===== src/rtl/bus_rx_pkg.sv =====
// Shared state type and default sizing for the strobed bus receiver.
package bus_rx_pkg;

  localparam int unsigned DEF_WIDTH       = 8;
  localparam int unsigned DEF_DEPTH       = 4;
  localparam int unsigned DEF_SYNC_STAGES = 2;
  localparam int unsigned DEF_SETTLE      = 2;

  typedef enum logic [1:0] {
    IDLE,
    SETTLE,
    CAPTURE,
    ACK
  } rx_state_t;

endpackage


===== src/rtl/bus_rx_fifo.sv =====
// Small power-of-two FIFO; head is read straight from storage and holds the
// last popped word while empty.
module bus_rx_fifo
  import bus_rx_pkg::*;
#(
  parameter int unsigned WIDTH = DEF_WIDTH,
  parameter int unsigned DEPTH = DEF_DEPTH
) (
  input  logic             CLK,
  input  logic             RESET_N,
  input  logic             push,
  input  logic             pop,
  input  logic [WIDTH-1:0] wdata,
  output logic [WIDTH-1:0] head,
  output logic             full,
  output logic             empty
);

  localparam int unsigned AW   = $clog2(DEPTH);
  localparam int unsigned CNTW = AW + 1;

  logic [WIDTH-1:0] mem [DEPTH];
  logic [AW-1:0]    wr_ptr;
  logic [AW-1:0]    rd_ptr;
  logic [AW-1:0]    last_ptr;
  logic [CNTW-1:0]  count;
  logic             do_push;
  logic             do_pop;

  assign full     = (count == CNTW'(DEPTH));
  assign empty    = (count == '0);
  assign do_push  = push && !full;
  assign do_pop   = pop && !empty;
  assign last_ptr = rd_ptr - AW'(1);
  assign head     = empty ? mem[last_ptr] : mem[rd_ptr];

  always_ff @(posedge CLK or negedge RESET_N) begin
    if (!RESET_N) begin
      for (int unsigned i = 0; i < DEPTH; i++) mem[i] <= '0;
      wr_ptr <= '0;
      rd_ptr <= '0;
      count  <= '0;
    end else begin
      if (do_push) begin
        mem[wr_ptr] <= wdata;
        wr_ptr      <= wr_ptr + AW'(1);
      end
      if (do_pop) rd_ptr <= rd_ptr + AW'(1);
      case ({do_push, do_pop})
        2'b10:   count <= count + CNTW'(1);
        2'b01:   count <= count - CNTW'(1);
        default: count <= count;
      endcase
    end
  end

endmodule


===== src/rtl/bus_strobe_receiver.sv =====
// Receiving end of a strobed registered bus: synchronises STB_N, waits SETTLE cycles,
// captures D into a FIFO and answers with a 4-phase ACK_N. Option: BUS_STROBE_RECEIVER_PARITY_EN.
module bus_strobe_receiver
  import bus_rx_pkg::*;
#(
  parameter int unsigned WIDTH       = DEF_WIDTH,
  parameter int unsigned SYNC_STAGES = DEF_SYNC_STAGES,
  parameter int unsigned SETTLE      = DEF_SETTLE,
  parameter int unsigned DEPTH       = DEF_DEPTH
) (
  input  logic             CLK,
  input  logic             RESET_N,
  input  logic [WIDTH-1:0] D,
  input  logic             STB_N,
  output logic             ACK_N,
  output logic [WIDTH-1:0] Q,
  output logic             VALID,
  input  logic             READ,
  output logic             FULL,
  output logic             ERR,
  input  logic             CLR_ERR
`ifdef BUS_STROBE_RECEIVER_PARITY_EN
  ,
  input  logic             DP,
  output logic             PERR
`endif
);

  localparam int unsigned CW = (SETTLE > 1) ? $clog2(SETTLE) : 1;

  logic [SYNC_STAGES-1:0] sync_q;
  logic [SYNC_STAGES-1:0] primed_q;
  logic                   stb_s;
  logic                   stb_prev;
  logic                   fall_c;
  rx_state_t              state;
  rx_state_t              state_d;
  logic [CW-1:0]          cnt;
  logic [CW-1:0]          cnt_d;
  logic                   ack_n_d;
  logic                   err_d;
  logic                   err_set_c;
  logic                   push_c;
  logic                   empty;

  assign stb_s  = sync_q[SYNC_STAGES-1];
  assign fall_c = !stb_s && stb_prev;

  // primed_q keeps the edge detector disarmed until stb_s carries real samples,
  // so a strobe held low through reset must be seen high before it counts.
  always_ff @(posedge CLK or negedge RESET_N) begin
    if (!RESET_N) begin
      sync_q   <= '1;
      primed_q <= '0;
      stb_prev <= 1'b0;
    end else begin
      sync_q   <= {sync_q[SYNC_STAGES-2:0], STB_N};
      primed_q <= {primed_q[SYNC_STAGES-2:0], 1'b1};
      stb_prev <= primed_q[SYNC_STAGES-1] ? stb_s : 1'b0;
    end
  end

  always_ff @(posedge CLK or negedge RESET_N) begin
    if (!RESET_N) begin
      state <= bus_rx_pkg::IDLE;
      cnt   <= '0;
      ACK_N <= 1'b1;
      ERR   <= 1'b0;
    end else begin
      state <= state_d;
      cnt   <= cnt_d;
      ACK_N <= ack_n_d;
      ERR   <= err_d;
    end
  end

  // Handshake sequencing; a strobe released before the ack is a protocol error.
  always_comb begin
    state_d   = state;
    cnt_d     = cnt;
    ack_n_d   = 1'b1;
    push_c    = 1'b0;
    err_set_c = 1'b0;
    case (state)
      bus_rx_pkg::IDLE: begin
        if (fall_c) begin
          state_d = bus_rx_pkg::SETTLE;
          cnt_d   = CW'(SETTLE - 1);
        end
      end
      bus_rx_pkg::SETTLE: begin
        if (stb_s) begin
          err_set_c = 1'b1;
          state_d   = bus_rx_pkg::IDLE;
        end else if (cnt == '0) begin
          state_d = bus_rx_pkg::CAPTURE;
        end else begin
          cnt_d = cnt - CW'(1);
        end
      end
      bus_rx_pkg::CAPTURE: begin
        if (stb_s) begin
          err_set_c = 1'b1;
          state_d   = bus_rx_pkg::IDLE;
        end else if (!FULL) begin
          push_c  = 1'b1;
          ack_n_d = 1'b0;
          state_d = bus_rx_pkg::ACK;
        end
      end
      bus_rx_pkg::ACK: begin
        if (stb_s) state_d = bus_rx_pkg::IDLE;
        else       ack_n_d = 1'b0;
      end
      default: state_d = bus_rx_pkg::IDLE;
    endcase
    if (CLR_ERR)        err_d = 1'b0;
    else if (err_set_c) err_d = 1'b1;
    else                err_d = ERR;
  end

`ifdef BUS_STROBE_RECEIVER_PARITY_EN
  // Odd parity over {D,DP}; a bad word is still stored and acknowledged.
  always_ff @(posedge CLK or negedge RESET_N) begin
    if (!RESET_N)                    PERR <= 1'b0;
    else if (CLR_ERR)                PERR <= 1'b0;
    else if (push_c && !(^{D, DP}))  PERR <= 1'b1;
  end
`endif

  bus_rx_fifo #(
    .WIDTH (WIDTH),
    .DEPTH (DEPTH)
  ) u_fifo (
    .CLK     (CLK),
    .RESET_N (RESET_N),
    .push    (push_c),
    .pop     (READ),
    .wdata   (D),
    .head    (Q),
    .full    (FULL),
    .empty   (empty)
  );

  assign VALID = !empty;

endmodule


===== config.mk =====
export PLATFORM = sky130hd
export DESIGN_NAME = bus_strobe_receiver
export DESIGN_NICKNAME = d
export VERILOG_FILES = /design/src/rtl/bus_rx_pkg.sv /design/src/rtl/bus_rx_fifo.sv /design/src/rtl/bus_strobe_receiver.sv
export SDC_FILE = /design/constraint.sdc
export NUM_CORES = 1
export LEC_CHECK = 0
export ABC_CLOCK_PERIOD_IN_PS = 2800
export CAP_MARGIN = 10
export CORE_AREA = 3 3 76 78
export DETAILED_ROUTE_END_ITERATION = 12
export DIE_AREA = 0 0 79 81
export PLACE_DENSITY_LB_ADDON = 0.15
export SLEW_MARGIN = 0
export SYNTH_ARGS = -nofsm -noshare
export SYNTH_HDL_FRONTEND = slang
export SYNTH_SLANG_ARGS = --single-unit

===== constraint.sdc =====
create_clock -name CLK -period 2.8 [get_ports CLK]
set_clock_uncertainty 0.05 [all_clocks]
set_input_delay 0.28 -clock CLK [delete_from_list [all_inputs] [get_ports CLK]]
set_output_delay 0.28 -clock CLK [all_outputs]
set_load 0.03 [all_outputs]

### Register map, names as in the netlist

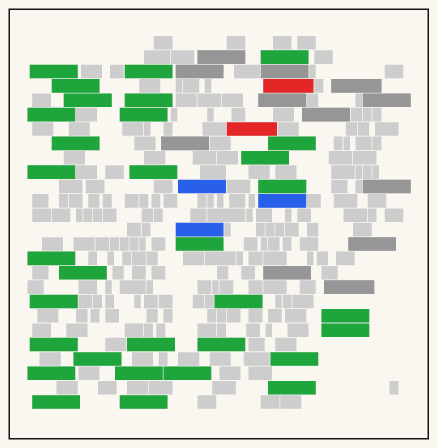
Key: `sync_q` = red [flops 2]; `u_fifo.mem` = green [flops 32]; `u_fifo.count` = blue [flops 3]
share of the core filled with cells in the final layout: 0.586
FF+latch area: 1230 um2

### Logic cells by family

The bar under the picture is 20 um long.
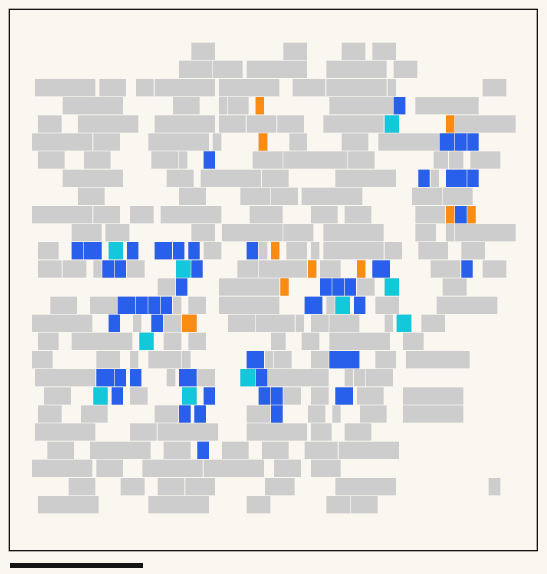
Key: and/or cells = cyan [cells 10, most used and3_1]; inv cells = orange [cells 10, most used inv_1]; aoi and oai cells = blue [cells 49, most used o21ai_0]
most common cell after layout, fill and taps aside: sky130_fd_sc_hd__dfrtp_1
non-filler instance count after layout: 328
multi-input logic portion of the cell area: 0.416

### Signal wires by layer

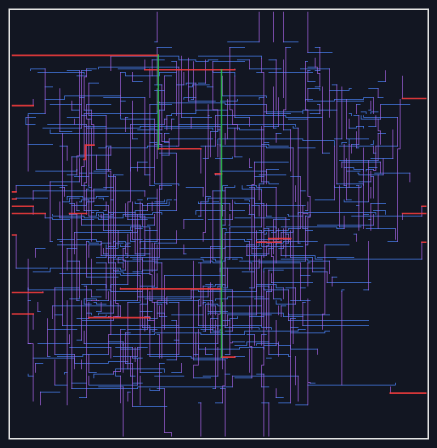
Key: metal 4 = green [wire length 72.1 um]; metal 2 = purple [wire length 2520 um]; metal 1 = blue [wire length 2390 um]; metal 3 = red [wire length 146 um]
Routed wire per std cell: 15.6 um
GRT Overall Usage: 0.181
total wirelength of the detailed-routed design: 5130 um

### Clock nets

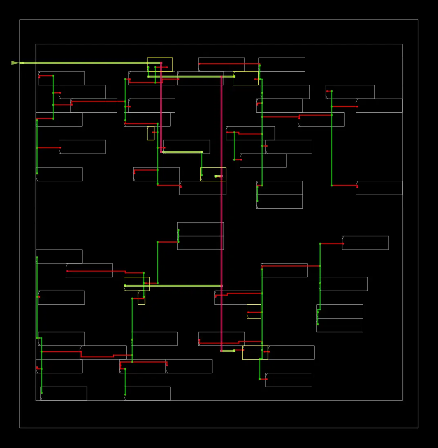
TritonCTS Buffers: 5
Insertion Delay late pin: 300 ps

### Ports around the boundary

Pins as bars across the die edge, other pins in gray.
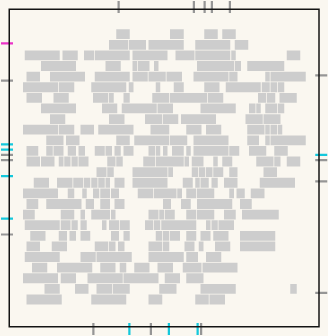
Key: `CLK` = magenta [pins 1, direction input, edge left]; `Q` = cyan [pins 8, direction output, edge 4 left, 3 bottom, 1 right]
All pins by edge: 9 left, 6 bottom, 5 right, 5 top.
number of buffer cells added on primary ports: 24
Chip Width: 79 um
Vert. Die Dim: 81 um

==> flow_metrics.tcl <==
# place-and-route summary
set metrics [dict create \
    status "finished with violations" \
    violations_in_the_final_reports "hold timing" \
    syn-cell-area_um2 2570 \
    io_pins 25 \
    antenna_cells 0 \
    setup.worst_path.class "flip-flop to output port" \
    clock_path_buffers 2 \
    path_cells "nor3_4 -> inv_4 -> o21ai_0 -> a21oi_1 -> o21ai_0 -> dlygate4sd2_1" \
    floorplan.core_area_um2 5140 \
    yosys.cell_types.count 39 \
    cp_num_cells 6 \
    critPathMaxStageDelay_ps 460 \
    drive_gt1_frac 0.244 \
    rsz_0062_raised_after_global_routing "no" \
    grtUsageMet2 0.315 \
    tightest_slew_ps 728 \
    n_all_inverters 10 \
    sw_share 0.424 \
    post_drt_via_cell_ratio 5.45 \
    p_comb_frac 0.511 \
    worst_hold_slack_ps -22.1 \
    ys_cells 225 \
    detailedPlace.worstSlack_ps 292 \
    timing_hold_violations_final 29 \
    layout_top_cells_excl_fill_tap "sky130_fd_sc_hd__dfrtp_1 (45), sky130_fd_sc_hd__mux2_2 (32), sky130_fd_sc_hd__o21ai_0 (26)" \
    grt_pass1_wl_um 8870 \
    arrival_ps 2200 \
    via_count_of_the_first_global_routing_pass 1777 \
    clock-sinks 49 \
    post_cts_buffers 3 \
    stage_log_warnings 33 \
    route.top_layer_used "met4" \
    ys_top_cells_by_area "sky130_fd_sc_hd__dfrtp_1 (45%), sky130_fd_sc_hd__mux2_2 (14%), sky130_fd_sc_hd__o21ai_0 (5.1%)" \
    grt-busiest-layer "met2" \
    path_class_of_the_lowest_slack_min_delay_path "input pin to async pin" \
    worstSetupEndpoint "Q[3]" \
    netlist_instances 225 \
    nClkBuffers 7 \
    area_of_the_die_um2 6400 \
    number_of_antenna_violations_at_the_first_check_in_global_routing 0 \
    timing.rr.start "state[0]$_DFFE_PN0P_" \
    cap_violations 0 \
    synth.top_cell.area_share 0.447 \
    place_area_um2 2900 \
    clock_power_mw 0.405 \
    cts.hold.buffers_added 0 \
    p_seq_mw 1.27 \
    multi_input_comb_cells 157 \
    power_frac_seq 0.371 \
    post-layout-total-power_mw 3.43 \
    grt.met3_usage 0.0377 \
    pwr_density_cell_nw_per_um2 1140 \
    maxSlewViolCount 0 \
    finalWeightedCongestion 0.764 \
    synth_seq_share 0.478 \
    drt_iter0_markers 93 \
    cp-startpoint "u_fifo.count[1]$_DFFE_PN0P_" \
    design_area_um2 3010 \
    yosys.area_share.xor_xnor 0.0204 \
    clock_power_share 0.118 \
    ys_sh_mux 0.175 \
    h_tree_level_count 2 \
]
